Figure 1. PDN straps and rails.
The bar under the picture is 20 um long. Pins as bars on the die edge. Tap cells in gray.
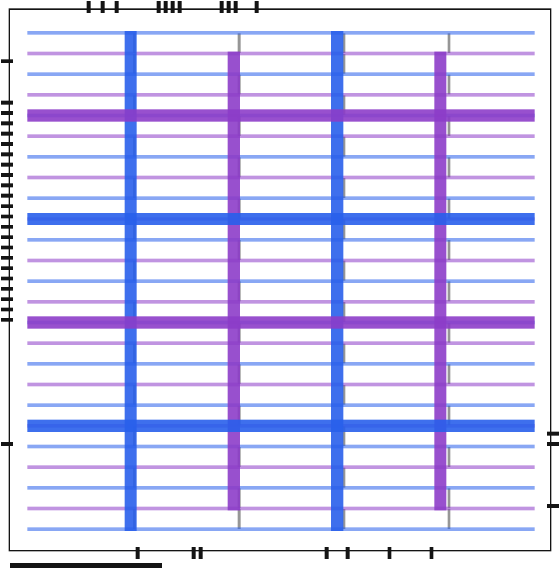
Figure 2. Cells colored by class.
The bar under the picture is 20 um long.
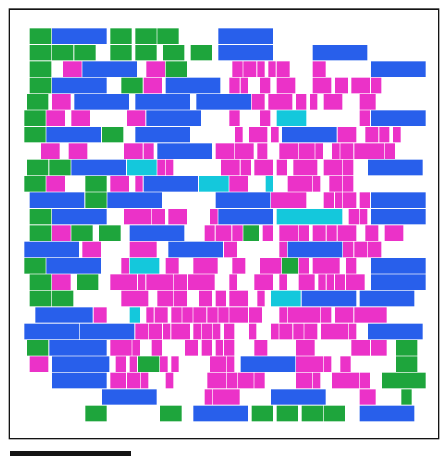
Figure 3. Clock network drawn from the DEF.
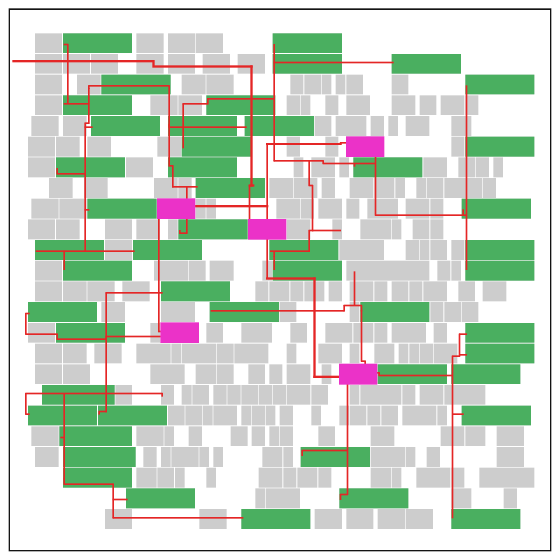
Figure 4. Routed metal, one color a layer.
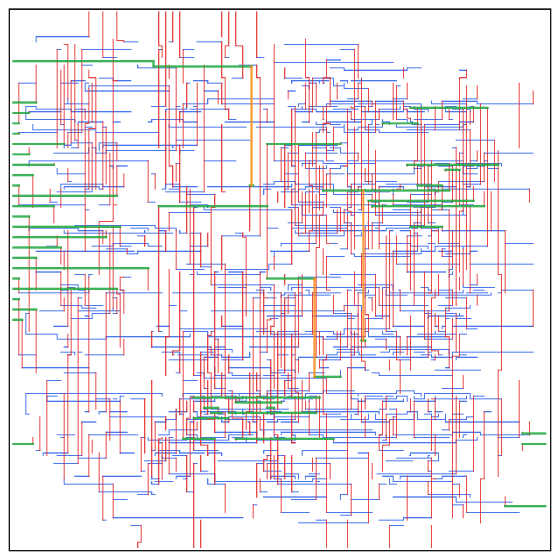
Figure 5. Track usage over the die.
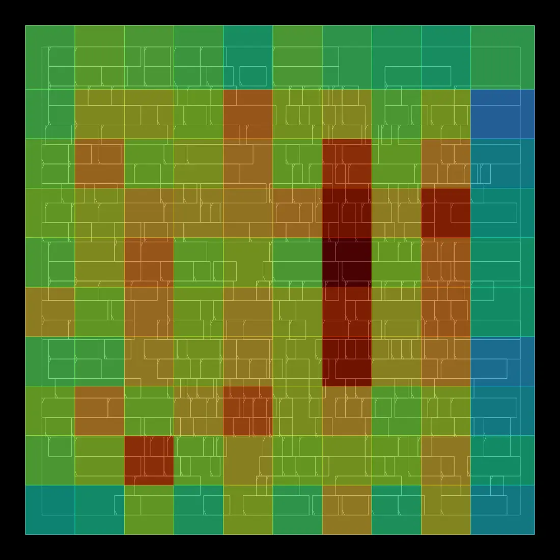
==> config.mk <==
export PLATFORM = sky130hd
export DESIGN_NAME = adv7513_config_sequencer_flat
export DESIGN_NICKNAME = d
export VERILOG_FILES = /design/src/rtl/adv7513_config_sequencer_if.sv /design/src/rtl/adv7513_config_sequencer.sv /design/src/flat_wrapper.sv
export SDC_FILE = /design/constraint.sdc
export NUM_CORES = 1
export LEC_CHECK = 0
export CAP_MARGIN = 20
export CORE_MARGIN = 2
export CORE_UTILIZATION = 57
export DETAILED_ROUTE_END_ITERATION = 6
export PLACE_DENSITY_LB_ADDON = 0.12
export SYNTH_ARGS = -nofsm -noshare
export SYNTH_HDL_FRONTEND = slang
export SYNTH_SLANG_ARGS = --single-unit
==> constraint.sdc <==
create_clock -name CLK_I2C -period 5.1 [get_ports CLK_I2C]
set_input_delay 1.02 -clock CLK_I2C [delete_from_list [all_inputs] [get_ports CLK_I2C]]
set_output_delay 1.02 -clock CLK_I2C [all_outputs]
set_load 0.01 [all_outputs]
==> changes_impl.md <==
## Implementation

- Cell types with the largest area share after synthesis: dfrtp_1 44%, a22o_1 6.8%, ha_1 4.9%, dfstp_2 3.1%, nand2_1 2.8%
- Antenna diode instance count: 0
- Critical Path End Type: flip-flop
- Share of final-layout standard cells stronger than drive strength 1: ~7.1%
- Tap Count: approximately 52
- Final non-clock buffer share: ~15%
- Slew at the pin with the worst max-slew slack: around 0.7 ns
- Final clock-cell share: ~3.4%
- Pre-Repair DR Iteration Count: 4
- Leakage power figure: around 1.3 nW
- Top class by area: multi-input combinational cells
- Multiplexer fraction of the synthesized cell area: less than 1%
- Initial standard-cell utilization of the core: between 50% and 60%
- Unrepaired setup endpoints after global routing: no
- Post-DP HPWL: ~3900 um
- Count of max-cap constraint violations: 0
- Clk ins delay skew pair: about 0.3 ns
- M1 wire length: around 2500 um
- Post-CTS resize count: 0
- Simple-gate share of the synthesized area: about 17%
- H-tree levels: 2
- Number of logic inverters in the finished layout: 9
- Cell internal power dissipation: around 880 uW
- Reg power frac: around two fifths
- Max incr delay on CP: approximately 0.75 ns
- Worst r2r path cells: 5
- Met2 layer wire length in the routed design: about 2600 um
- HP Class: reg -> reg
- Worst setup slack before clock tree synthesis: approximately 1.7 ns
- Tally of nets with antenna violations remaining after routing: 0
- Final Hold Slack: 0.363 ns
- Flip-flop count of the largest register after layout: 16
- Max power group: sequential cells
- Worst hold path stage count: 0
- Largest fanout of any net on the critical path: 19
- Comb/total area: about two fifths
- Met3 WL post-DR: ~340 um
- Timing-limited maximum frequency: around 330 MHz
- Antenna violations before repair: 0
- Non-clock buffer instance count of the final layout: 47
- Worst setup slack after layout: roughly 2 ns
- Worst Path Buf+Inv: 2
- Number of warnings in the stage logs: 32
- Setup slack on the worst flop-to-flop path: between 2 and 3 ns
- Part of the total power dissipated in the clock network: a little over a fifth
- Highest metal layer with signal wires: met4
- Cell type with the largest total area: dfrtp_1
- Placed cell areas: between 3000 and 4000 um2
- Count of placed standard cells including taps: about 340
- Footprint of the multi-input gates: between 1000 and 1500 um2
- Post-route clock period utilization: around 60%
- Synth unique cells: ~50
- Count of clock buffers in the final design: 6
- Sequential fraction of the synthesis area: roughly 47%
- First-pass GRT wire length: between 9000 and 10000 um
- Placer Congestion: ~0.87
- Net Sw Frac: about 32%
- Gate family responsible for the most delay along the worst path: buffers and inverters
- Detailed-route vias per instance: between 6 and 7
- Post-CTS clock slew at the launch and capture registers of the worst setup and hold paths: approximately 0.080 ns
- Comb power frac: approximately two fifths
- Total of hold buffers inserted after clock tree synthesis: 0
- Critical Path Source Type: primary input
- Main logic family after synthesis: AND-OR/OR-AND gates
- Summed instance area of the synthesized netlist: 2560 um2
- Net switching power of the design: between 400 and 500 uW
- Number of cells in Yosys stat: between 200 and 300
- Combinational cell power: between 400 and 500 uW
- Number of enable-type register cells in the synthesized netlist: 0
- Global route total overflow: 0
- Setup violation total in the final timing report: 0
- Cell area power density: around 410 nW/um2
- Synth warn: 0
- Root buffer cell: clkbuf_8
- Cell with the most instances after synthesis: dfrtp_1
- Share of async-settable or async-resettable flops after synthesis: 100%
- AO/OA Area Share: 26.8%
- Most common cell after layout, fill and taps aside: dfrtp_1
- Longest Clk Path Bufs: 2
- Number of sinks driven by the clock tree: between 40 and 50
- Area share of the largest cell type after synthesis: about 44%
- Cell count after synthesis: 255
- Layout sequential cell count: 48
- Outcome: complete, no violations
- CP cell instances: clkdlybuf4s50_1 > inv_1 > nand2_1 > a21oi_1 > a22o_1
- Maximum number of pins on one net before global-route repair: 49
- Filler cell count in the final layout: approximately 310
- Global-route layer with the greatest usage: met2
- Drt drc: 0
- Clock tree from TritonCTS: done
- Max transition margin: about 54%
About Figure 1:
legend:
  blue:
    net: VSS
  purple:
    net: VDD
met1 rails: 25
tap cells: 52
met4 straps: 4
signal pins: 45
rows: 24
largest vdd supply drop: 0.320 mV
core region area: 4350 um2
die height: 71 um
width of the die: 71 um

About Figure 2:
legend:
  blue:
    class: sequential cells
    cells: 48
    share_of_their_area: 39%
  cyan:
    class: clock drivers and dummy loads
    cells: 8
    share_of_their_area: 3.5%
  green:
    class: remaining buffers and delay cells
    cells: 47
    share_of_their_area: 15%
  magenta:
    class: combinational and other logic
    cells: 193
    share_of_their_area: 42%
final standard cell area without fillers: 3140 um2
sequential share of cell area: 38.4%
Row Count: 24

About Figure 3:
legend:
  red:
    item: clock wires
    length: 587 um
  magenta:
    item: clock drivers
    count: 5
  green:
    item: flip-flops
    count: 48
routed clock nets: 6
clock group total power: 271 uW
worst clock skew: 0.0100 ns

About Figure 4:
legend:
  orange:
    layer: metal 4
    wire_length: 48.3 um
  blue:
    layer: metal 1
    wire_length: 2550 um
  red:
    layer: metal 2
    wire_length: 2580 um
  green:
    layer: metal 3
    wire_length: 337 um
routed length per instance: 15.8 um
post-detailed-routing wire length: 5510 um
DR vias: 2157
global routing usage summed across all routing layers: 22.7%

About Figure 5:
global routing met3 resource utilization: 5.13%
met2 GRT Util: 35.7%
final core utilization: 72.2%
grt met1 use: 31.6%

Power figures rest on the tool's default switching activity, not on a simulated workload.
